$ cat src/rtl/hex_uart_tx.sv
// hex_uart_tx: sends a parallel word as uppercase ASCII hex (MSB nibble first),
// optionally followed by CR LF, as back-to-back 8N1 frames on one serial line.
// Ports:
//   clk    - clock, all state on posedge
//   rstn   - asynchronous active-low reset
//   start  - send request, sampled only while busy=0
//   data   - word to send, captured on the accepting edge
//   tx     - serial line, idle high, driven from a flop
//   busy   - high while a message is in flight
//   done   - one-cycle pulse when the last stop bit completes
module hex_uart_tx #(
   parameter int CLK_DIV  = 4,
   parameter int NIBBLES  = 4,
   parameter int SEND_EOL = 1
) (
   input  logic                 clk,
   input  logic                 rstn,
   input  logic                 start,
   input  logic [4*NIBBLES-1:0] data,
   output logic                 tx,
   output logic                 busy,
   output logic                 done
);
   localparam int DW     = 4*NIBBLES;
   localparam int NBYTES = NIBBLES + 2*SEND_EOL;
   localparam int BW     = (CLK_DIV > 1) ? $clog2(CLK_DIV) : 1;
   localparam int IW     = (NBYTES > 1)  ? $clog2(NBYTES)  : 1;

   typedef enum logic [1:0] {IDLE, START, DATA, STOP} state_t;

   state_t          state_q, state_d;
   logic [BW-1:0]   baud_q, baud_d;
   logic [2:0]      bit_q, bit_d;
   logic [IW-1:0]   idx_q, idx_d;
   logic [DW-1:0]   word_q, word_d;
   logic [7:0]      byte_q, byte_d;
   logic            tx_q, tx_d;
   logic            busy_q, busy_d;
   logic            done_q, done_d;
   logic            baud_wrap;

   // Byte i of the message: hex digits MSB nibble first, then CR, LF.
   function automatic logic [7:0] byte_for(input logic [DW-1:0] w, input logic [IW-1:0] i);
      int          ii;
      logic [DW-1:0] sh;
      logic [3:0]  n;
      ii = int'(i);
      if (ii < NIBBLES) begin
         sh = w >> (4*(NIBBLES-1-ii));
         n  = sh[3:0];
         byte_for = (n <= 4'd9) ? (8'h30 + {4'h0, n}) : (8'h37 + {4'h0, n});
      end else if (ii == NIBBLES) begin
         byte_for = 8'h0D;
      end else begin
         byte_for = 8'h0A;
      end
   endfunction

   assign baud_wrap = (baud_q == BW'(CLK_DIV-1));

   always_comb begin
      state_d = state_q;
      baud_d  = baud_q;
      bit_d   = bit_q;
      idx_d   = idx_q;
      word_d  = word_q;
      byte_d  = byte_q;
      tx_d    = tx_q;
      busy_d  = busy_q;
      done_d  = 1'b0;
      case (state_q)
         IDLE: begin
            if (start) begin
               word_d  = data;
               idx_d   = '0;
               byte_d  = byte_for(data, '0);
               baud_d  = '0;
               bit_d   = '0;
               tx_d    = 1'b0;
               busy_d  = 1'b1;
               state_d = START;
            end
         end
         START: begin
            if (baud_wrap) begin
               baud_d  = '0;
               bit_d   = '0;
               tx_d    = byte_q[0];
               state_d = DATA;
            end else begin
               baud_d = baud_q + 1'b1;
            end
         end
         DATA: begin
            if (baud_wrap) begin
               baud_d = '0;
               if (bit_q == 3'd7) begin
                  tx_d    = 1'b1;
                  state_d = STOP;
               end else begin
                  bit_d = bit_q + 3'd1;
                  tx_d  = byte_q[bit_q + 3'd1];
               end
            end else begin
               baud_d = baud_q + 1'b1;
            end
         end
         STOP: begin
            if (baud_wrap) begin
               baud_d = '0;
               if (idx_q == IW'(NBYTES-1)) begin
                  busy_d  = 1'b0;
                  done_d  = 1'b1;
                  state_d = IDLE;
               end else begin
                  // next frame starts immediately, no idle gap
                  idx_d   = idx_q + 1'b1;
                  byte_d  = byte_for(word_q, idx_q + 1'b1);
                  tx_d    = 1'b0;
                  state_d = START;
               end
            end else begin
               baud_d = baud_q + 1'b1;
            end
         end
         default: state_d = IDLE;
      endcase
   end

   always_ff @(posedge clk or negedge rstn) begin
      if (!rstn) begin
         state_q <= IDLE;
         baud_q  <= '0;
         bit_q   <= '0;
         idx_q   <= '0;
         word_q  <= '0;
         byte_q  <= '0;
         tx_q    <= 1'b1;
         busy_q  <= 1'b0;
         done_q  <= 1'b0;
      end else begin
         state_q <= state_d;
         baud_q  <= baud_d;
         bit_q   <= bit_d;
         idx_q   <= idx_d;
         word_q  <= word_d;
         byte_q  <= byte_d;
         tx_q    <= tx_d;
         busy_q  <= busy_d;
         done_q  <= done_d;
      end
   end

   assign tx   = tx_q;
   assign busy = busy_q;
   assign done = done_q;
endmodule
$ cat config.mk
export PLATFORM = sky130hd
export DESIGN_NAME = hex_uart_tx
export DESIGN_NICKNAME = d
export VERILOG_FILES = /design/src/rtl/hex_uart_tx.sv
export SDC_FILE = /design/constraint.sdc
export NUM_CORES = 1
export LEC_CHECK = 0
export CAP_MARGIN = 30
export CORE_ASPECT_RATIO = 0.6
export CORE_MARGIN = 5
export CORE_UTILIZATION = 61
export CTS_BUF_LIST = sky130_fd_sc_hd__clkbuf_16
export DETAILED_ROUTE_END_ITERATION = 16
export PLACE_DENSITY = 0.86
export SLEW_MARGIN = 0
export SYNTH_ARGS = -nofsm -noshare
export SYNTH_HDL_FRONTEND = slang
export SYNTH_SLANG_ARGS = --single-unit
export TNS_END_PERCENT = 5
$ cat constraint.sdc
create_clock -name clk -period 4.62 [get_ports clk]
set_input_delay 1.155 -clock clk [delete_from_list [all_inputs] [get_ports clk]]
set_output_delay 1.155 -clock clk [all_outputs]
set_load 0.02 [all_outputs]
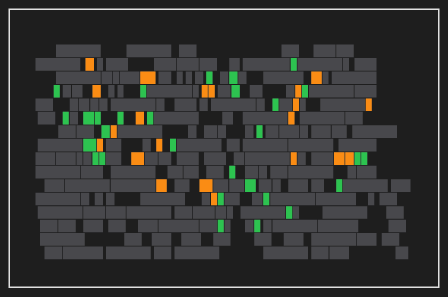
*Logic cells by family*
family	colour	cells	most used
NAND gates	green	29	nand2_1
NOR gates	orange	21	nor2_1

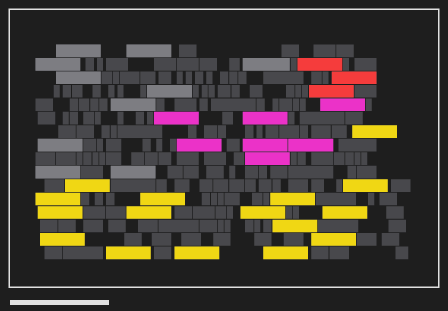
*Sequential cells coloured by netlist name*
Bar = 20 µm.
signal	colour	sequential cells
byte_q	magenta	7
bit_q	red	3
word_q	yellow	16
not coloured	10

==> Slide: Implementation Results <==
Physical Implementation Snapshot

Critical path
  – Crit. End Element: flip-flop
  – Critical-path maximum fanout: 10
  – Type of the worst setup path: flip-flop to flip-flop
  – Req. time, crit path: 4790 ps
  – Capture point of the worst reg-to-reg path: byte_q[5]$_DFFE_PN0P_
  – FF-to-FF setup slack: roughly 1600 ps
  – Startpoint Class: flip-flop
  – Crit path capture: byte_q[5]$_DFFE_PN0P_
  – Reg2reg start: idx_q[0]$_DFFE_PN0P_

Logic synthesis
  – Simple share: 0.129
  – Synth warn: 0
  – Gate count of the mapped netlist: around 210
  – Syn nets: about 240
  – Area share, top type: 0.410
  – Netlist cell types: 45
  – Ys flop type: dfrtp_1
  – Cell area after synthesis: 0.00214 mm²
  – Main logic family after synthesis: multiplexers
  – Leading area contributor after synthesis: dfrtp_1
  – Post-synth regs: 36
  – # Cells Yosys: 206
  – Avg Inst Size Synth: around 10 µm²
  – Biggest area cells: dfrtp_1 (41%), mux2_2 (9.0%), ha_1 (7.6%), mux4_2 (5.3%), nand2_1 (4.0%)
  – Yosys adder share: 0.0761

STA
  – Max Freq: 329 MHz
  – RSZ-0062 raised after global routing: false
  – Worst Hold Margin: slightly below 500 ps
  – Final period util: 0.657
  – Finish-stage setup viols: 0

Outcome
  – Status: finished, final reports clean

Detailed routing
  – Met1 wire length: 2270 µm
  – Drt drc: 0
  – Max Used Layer: met4
  – Final ANT Viol Nets: 0
  – Routed wire length: roughly 5000 µm
  – DRT Pass-1 Iters: 4

Placement
  – Pre-CTS setup slack: ~1600 ps
  – Final GP Congestion: 0.899
  – DP HPWL: 3840 µm
  – # port buffers: 21

Clock network
  – CTS Sinks: 36
  – Post-CTS sizing: 0
  – Root Buffer: clkbuf_16
  – H-tree Lvls: 2
  – Clock transition at path regs: 50 ps
  – Clk_lat worst skew: between 200 and 300 ps

Final layout
  – Area Overhead vs Synth: 16.0%
  – Layout Utilization: 0.751
  – # nets final: 257
  – Share of cells above drive strength 1: 0.146

Global routing
  – Grt met3 use: 0.0651
  – GRT Total Usage: 0.234
  – M1 GR Usage: 0.317
  – Gr busiest metal: met2
  – Via count of the first global-routing pass: around 1800

Power
  – Leak: 1.13 nW

Job
  – MaxCap Viol Count: 0
  – Tool warnings: 32

Min path
  – Worst min-delay path class: flip-flop to flip-flop

Die
  – Die Span X: 86.4 µm
  – Die area: roughly 0.0048 mm²
-- cell usage in the layout, fill, tap and decap left out, drive strengths merged, types with 4 or more instances in the layout --
cell	instances
nor3	4
o21ai	14
a21oi	14
a31oi	4
ha	13
mux2	17
clkdlybuf4s50	21
mux4	5
inv	14
nand2	23
dfrtp	35
clkbuf	5
nor2	12
-- flip-flops by register name (all words and copies together) (netlist names) --
| register | count |
|---|---|
| word_q | 16 |
| byte_q | 7 |
| bit_q | 3 |
| idx_q | 3 |
| baud_q | 2 |
| state_q | 2 |
| busy | 1 |
| done | 1 |
| tx | 1 |
-- Yosys cell counts, drive strengths merged (4+ instances only) --
| library cell | count |
|---|---|
| dfrtp | 35 |
| nand2 | 23 |
| mux2 | 17 |
| a21oi | 14 |
| o21ai | 14 |
| ha | 13 |
| inv | 12 |
| nor2 | 12 |
| buf | 5 |
| clkbuf | 5 |
| mux4 | 5 |
| a31oi | 4 |
| nor3 | 4 |
-- cell type report --
class | instances | area (µm²) | share of cell area
clock buffer | 5 | 125 | 0.0505
clock inverter | 3 | 11.3 | 0.00454
inverter | 12 | 45.0 | 0.0182
multi-input combinational | 148 | 1120 | 0.453
sequential | 36 | 902 | 0.364
tap | 45 | 56.3 | 0.0227
timing repair buffer | 22 | 218 | 0.0878
-- report_power, final --
part           switching, mW  internal, mW
Sequential                 0         0.316
Combinational         0.0158        0.0184
Clock                  0.115         0.194
-- stage by stage --
step	instance area [µm²]	std cells
after global routing	2480	271
after floorplan	2140	206
after global placement	2340	263
after CTS	2480	271
after detailed placement	2340	263
final	2480	271
-- critical path, cell delays in order (launching register included) --
cell and delay, ps:
dfrtp_1 550, ha_1 360, xnor2_1 580, nand2_1 200, inv_1 120, ha_1 150
nor2_1 70, o211ai_4 240, nor2_2 100, or4_1 480, o311ai_1 90
No activity file was given, so power comes from the tool's default toggle rates.
